===== src/rtl/pll_lock_sequencer.sv =====
// -----------------------------------------------------------------------------
// pll_lock_sequencer
//
// Brings up the board PLL (iCE40 SB_PLL40 family) from the raw oscillator
// clock. It holds RESETB low for a fixed time and then waits, with a timeout,
// for LOCK. LOCK must then stay high for a qualification window. Only after
// that window is the downstream design released from reset. If lock is lost,
// the sequence starts again. Failed attempts are retried a bounded number of
// times before a fault is latched.
//
// Optional feature (macro PLL_SEQ_STATUS_EN):
//   When defined, the block gets two extra outputs. retry_count mirrors the
//   retry counter. lock_loss_count is a saturating count of RUN exits that
//   were caused by lock loss.
//
// Ports:
//   clock            in   oscillator clock (pre-PLL)
//   reset            in   synchronous, active-high
//   pll_lock         in   PLL LOCK output, asynchronous to clock
//   relock_req       in   single-cycle pulse, forces a new attempt from RUN/FAULT
//   pll_resetb       out  to PLL RESETB, 0 = PLL held in reset
//   sys_reset        out  active-high reset for the PLL-clocked design
//   ready            out  1 only in RUN
//   fault            out  1 only in FAULT
//   state_dbg        out  current FSM state (debug/observation)
//   retry_count      out  [PLL_SEQ_STATUS_EN] current retry count
//   lock_loss_count  out  [PLL_SEQ_STATUS_EN] saturating lock-loss count
//
// Handshake note: relock_req is a plain level-sampled pulse with no ready
// return. It is acted on only in RUN or FAULT. In every other state it is
// dropped without being stored.
// -----------------------------------------------------------------------------
module pll_lock_sequencer #(
  parameter int RESET_CYCLES  = 16,
  parameter int LOCK_TIMEOUT  = 65535,
  parameter int STABLE_CYCLES = 1024,
  parameter int MAX_RETRIES   = 3,
  parameter int CNT_W         = 16
) (
  input  logic       clock,
  input  logic       reset,
  input  logic       pll_lock,
  input  logic       relock_req,
  output logic       pll_resetb,
  output logic       sys_reset,
  output logic       ready,
  output logic       fault,
  output logic [2:0] state_dbg
`ifdef PLL_SEQ_STATUS_EN
  ,
  output logic [3:0] retry_count,
  output logic [7:0] lock_loss_count
`endif
);

  typedef enum logic [2:0] {
    ST_PLLRST = 3'd0,
    ST_WAIT   = 3'd1,
    ST_STABLE = 3'd2,
    ST_RUN    = 3'd3,
    ST_FAULT  = 3'd4
  } state_t;

  localparam logic [CNT_W-1:0] RST_LAST    = CNT_W'(RESET_CYCLES - 1);
  localparam logic [CNT_W-1:0] TIMEOUT_LAST = CNT_W'(LOCK_TIMEOUT - 1);
  localparam logic [CNT_W-1:0] STABLE_LAST = CNT_W'(STABLE_CYCLES - 1);
  localparam logic [3:0]       RETRY_MAX   = 4'(MAX_RETRIES);

  state_t           state_q, state_d;
  logic [CNT_W-1:0] cnt_q, cnt_d;
  logic [3:0]       retries_q, retries_d;
  logic             lock_meta, lock_s;

  // Two-flop synchronizer for the asynchronous LOCK pin.
  always_ff @(posedge clock) begin
    if (reset) begin
      lock_meta <= 1'b0;
      lock_s    <= 1'b0;
    end else begin
      lock_meta <= pll_lock;
      lock_s    <= lock_meta;
    end
  end

  // Next-state logic. cnt is cleared on every state change, so it only ever
  // counts within one state and cannot wrap.
  always_comb begin
    state_d   = state_q;
    cnt_d     = cnt_q;
    retries_d = retries_q;
    case (state_q)
      ST_PLLRST: begin
        if (cnt_q == RST_LAST) begin
          state_d = ST_WAIT;
          cnt_d   = '0;
        end else begin
          cnt_d = cnt_q + CNT_W'(1);
        end
      end
      ST_WAIT: begin
        if (lock_s) begin
          state_d = ST_STABLE;
          cnt_d   = '0;
        end else if (cnt_q == TIMEOUT_LAST) begin
          cnt_d = '0;
          if (retries_q == RETRY_MAX) begin
            state_d = ST_FAULT;
          end else begin
            state_d   = ST_PLLRST;
            retries_d = retries_q + 4'd1;
          end
        end else begin
          cnt_d = cnt_q + CNT_W'(1);
        end
      end
      ST_STABLE: begin
        // A glitch in lock sends us back to WAIT with a fresh timeout. This
        // does not count as a failed attempt.
        if (!lock_s) begin
          state_d = ST_WAIT;
          cnt_d   = '0;
        end else if (cnt_q == STABLE_LAST) begin
          state_d   = ST_RUN;
          cnt_d     = '0;
          retries_d = '0;
        end else begin
          cnt_d = cnt_q + CNT_W'(1);
        end
      end
      ST_RUN: begin
        if (!lock_s || relock_req) begin
          state_d = ST_PLLRST;
          cnt_d   = '0;
        end
      end
      ST_FAULT: begin
        if (relock_req) begin
          state_d   = ST_PLLRST;
          cnt_d     = '0;
          retries_d = '0;
        end
      end
      default: begin
        state_d   = ST_PLLRST;
        cnt_d     = '0;
        retries_d = '0;
      end
    endcase
  end

  // State register. The outputs are decoded from the next state so that they
  // change on the same edge as the state itself.
  always_ff @(posedge clock) begin
    if (reset) begin
      state_q    <= ST_PLLRST;
      cnt_q      <= '0;
      retries_q  <= '0;
      pll_resetb <= 1'b0;
      sys_reset  <= 1'b1;
      ready      <= 1'b0;
      fault      <= 1'b0;
    end else begin
      state_q    <= state_d;
      cnt_q      <= cnt_d;
      retries_q  <= retries_d;
      pll_resetb <= (state_d == ST_WAIT) || (state_d == ST_STABLE) ||
                    (state_d == ST_RUN);
      sys_reset  <= (state_d != ST_RUN);
      ready      <= (state_d == ST_RUN);
      fault      <= (state_d == ST_FAULT);
    end
  end

  assign state_dbg = state_q;

`ifdef PLL_SEQ_STATUS_EN
  // Only exits from RUN caused by lock loss are counted. An exit caused by
  // relock_req alone is not. When both happen together, the exit counts.
  logic loss_event;
  assign loss_event  = (state_q == ST_RUN) && !lock_s;
  assign retry_count = retries_q;

  always_ff @(posedge clock) begin
    if (reset) begin
      lock_loss_count <= '0;
    end else if (loss_event && (lock_loss_count != 8'hFF)) begin
      lock_loss_count <= lock_loss_count + 8'd1;
    end
  end
`endif

endmodule


===== config.mk =====
export PLATFORM = sky130hd
export DESIGN_NAME = pll_lock_sequencer
export DESIGN_NICKNAME = d
export VERILOG_FILES = /design/src/rtl/pll_lock_sequencer.sv
export SDC_FILE = /design/constraint.sdc
export NUM_CORES = 1
export LEC_CHECK = 0
export CORE_ASPECT_RATIO = 1.75
export CORE_MARGIN = 1
export CORE_UTILIZATION = 40
export DETAILED_ROUTE_END_ITERATION = 7
export GPL_TIMING_DRIVEN = 0
export PLACE_DENSITY = 0.61
export SETUP_SLACK_MARGIN = 0.2
export SLEW_MARGIN = 20
export SYNTH_ARGS = -nofsm -noshare
export SYNTH_HDL_FRONTEND = slang
export SYNTH_SLANG_ARGS = --single-unit

===== constraint.sdc =====
create_clock -name clock -period 5.3 [get_ports clock]
set_clock_uncertainty 0.2 [all_clocks]
set_input_delay 1.06 -clock clock [delete_from_list [all_inputs] [get_ports clock]]
set_output_delay 1.06 -clock clock [all_outputs]
set_load 0.05 [all_outputs]

**Routing congestion**

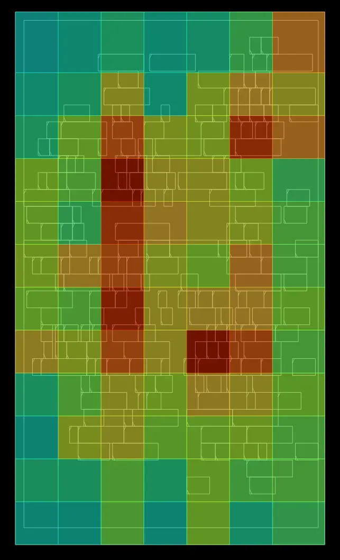
busiest layer in global routing: met2
average routed wire per standard cell: 13.91 um
Layout Utilization: 47.35%

==> README.md <==
| Step | Parameter | This run |
|---|---|---|
| yosys | Seq/Total Area, Yosys | 36.28% |
| worst setup path | Reg-to-reg setup timing slack | 3020 ps |
| yosys | Mean Syn Cell Area | 8.940 um2 |
| final timing | Final worst path period need | 2785 ps |
| route | Final wirelength | 3394 um |
| final timing | Final TNS setup | 0 ps |
| clocking | Post-CTS sizing | 0 |
| finish | Clock buf/inv share | 4.375% |
| final timing | Worst-Margin Slew | 552.2 ps |
| finish | Combined area of the multi-input logic cells | 909.6 um2 |
| clocking | Quantity of hold-fixing buffers added after cts | 0 |
| clocking | CTS Root Cell | sky130_fd_sc_hd__clkbuf_8 |
| yosys | Count of yosys warnings during synthesis | 0 |
| final timing | Worst Slack Setup Final | 2515 ps |
| pwr | Areal power density over the cells | 226.6 nW/um2 |
| route | Antenna-violating nets left | 0 |
| route | Routed vias/inst | 5.533 |
| yosys | Distinct cell type count of the synthesized netlist | 46 |
| finish | Count of buffers not belonging to the clock network in the layout | 19 |
| finish | Number of logic gates | 135 |
| floorplanning | Chip area | 4268 um2 |
| yosys | Cell count in the Yosys report | 179 |
| grt | GRT Residual Overflow | 0 |
| clocking | CTS Buf Count | 5 |
| floorplanning | Fp util | 41.39% |
| yosys | Synth flops | 29 |
| finish | Number of flip-flops under the largest register name | 16 |
| finish | Commonest cells after routing, fill and taps aside | sky130_fd_sc_hd__dfxtp_1 (29), sky130_fd_sc_hd__nor2_1 (22), sky130_fd_sc_hd__xnor2_1 (15), sky130_fd_sc_hd__nand2_1 (13), sky130_fd_sc_hd__nor3_1 (10) |
| pwr | Overall power | 414.7 uW |
| clocking | TritonCTS clock tree | built |
| clocking | Number of buffers inserted to repair setup after CTS | 0 |
| clocking | Latest clock arrival within the worst-skew pair | 280 ps |
| final timing | Final hold violation count | 0 |
| yosys | Post-synthesis cell area | 1600 um2 |
| grt | Largest net degree at the start of global routing | 11 |
| worst setup path | Capturing instance or port of the critical path | state_dbg[1] |
| placed design | Area of placed instances | 1750 um2 |
| yosys | Top_reg_cell synth | sky130_fd_sc_hd__dfxtp_1 |
| outcome | Outcome | complete, no violations |
| floorplanning | Number of tap cells inserted | 48 |
| placed design | Detailed placer's ending HPWL | 2518 um |
| finish | Logic share of the area | 49.69% |
| yosys | Area share, top type | 36.28% |
| worst setup path | Cell type of the slowest stage on the worst timing path | sky130_fd_sc_hd__clkdlybuf4s50_1 |
| worst setup path | Category of the worst setup path launch point | register |
| finish | Inverters, non-clock | 5 |
| yosys | Synth cell count leaders | sky130_fd_sc_hd__dfxtp_1 (29), sky130_fd_sc_hd__nor2_1 (22), sky130_fd_sc_hd__xnor2_1 (15), sky130_fd_sc_hd__nand2_1 (13), sky130_fd_sc_hd__nor3_1 (10) |
| finish | Layout Area Growth over Synthesis | 14.39% |
| worst setup path | Maximum single-stage delay on the critical path | 830 ps |
| grt | Via count of the first global-routing pass | 1325 |
| final timing | Slew HR | 62.85% |
| finish | Fraction of layout instances using a drive strength above 1 | 13.78% |
| worst hold path | Worst min-delay path category | reg -> reg |
| route | Initial DRC Count | 66 |
**A small window of the routed layout**

Region (27, 11) to (47, 31) um. Cells in gray, sequential cells in the stronger gray; small squares are vias.
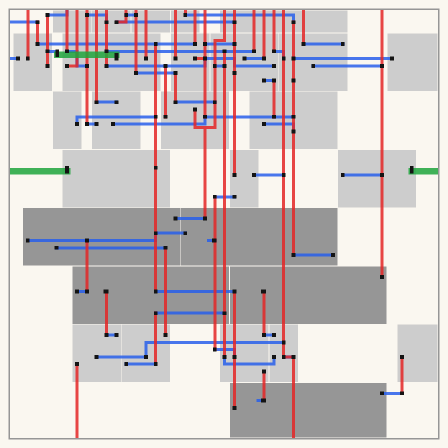
| color | layer |
|---|---|
| red | metal 2 |
| blue | metal 1 |
| green | metal 3 |
sequential cells in the window: 5
cells with their middle in the window: 23
netlist names of flops here include: `state_dbg` (2)
most frequent: dfxtp_1 (5), clkdlybuf4s50_1 (3)

per-layer routing:
metal | global-route usage [%] | routed length, um | vias to the layer above
li1 | - | - | 664
met1 | 17.83 | 1343 | 641
met2 | 31.45 | 1809 | 34
met3 | 4.433 | 130 | 11
met4 | 12.47 | 111 | 0
met5 | 0 | 0 | -
cells by family after synthesis:
logic type               synth area share, %
AND-OR/OR-AND                          14.23
flip-flops                             36.28
AND/OR/NAND/NOR                        32.06
adder cells (fa/ha/maj)                2.346
buffers and inverters                  6.880
XOR/XNOR                               8.210
where the power goes:
group          leakage [uW]  internal, uW  total, uW  switching, uW
combinational      0.000332          8.74       18.4           9.64
clock             0.0000395          93.0        173           80.0
sequential         0.000235           221        223           2.53
total              0.000606           323        415           92.2
Power and IR drop assume default switching activity.
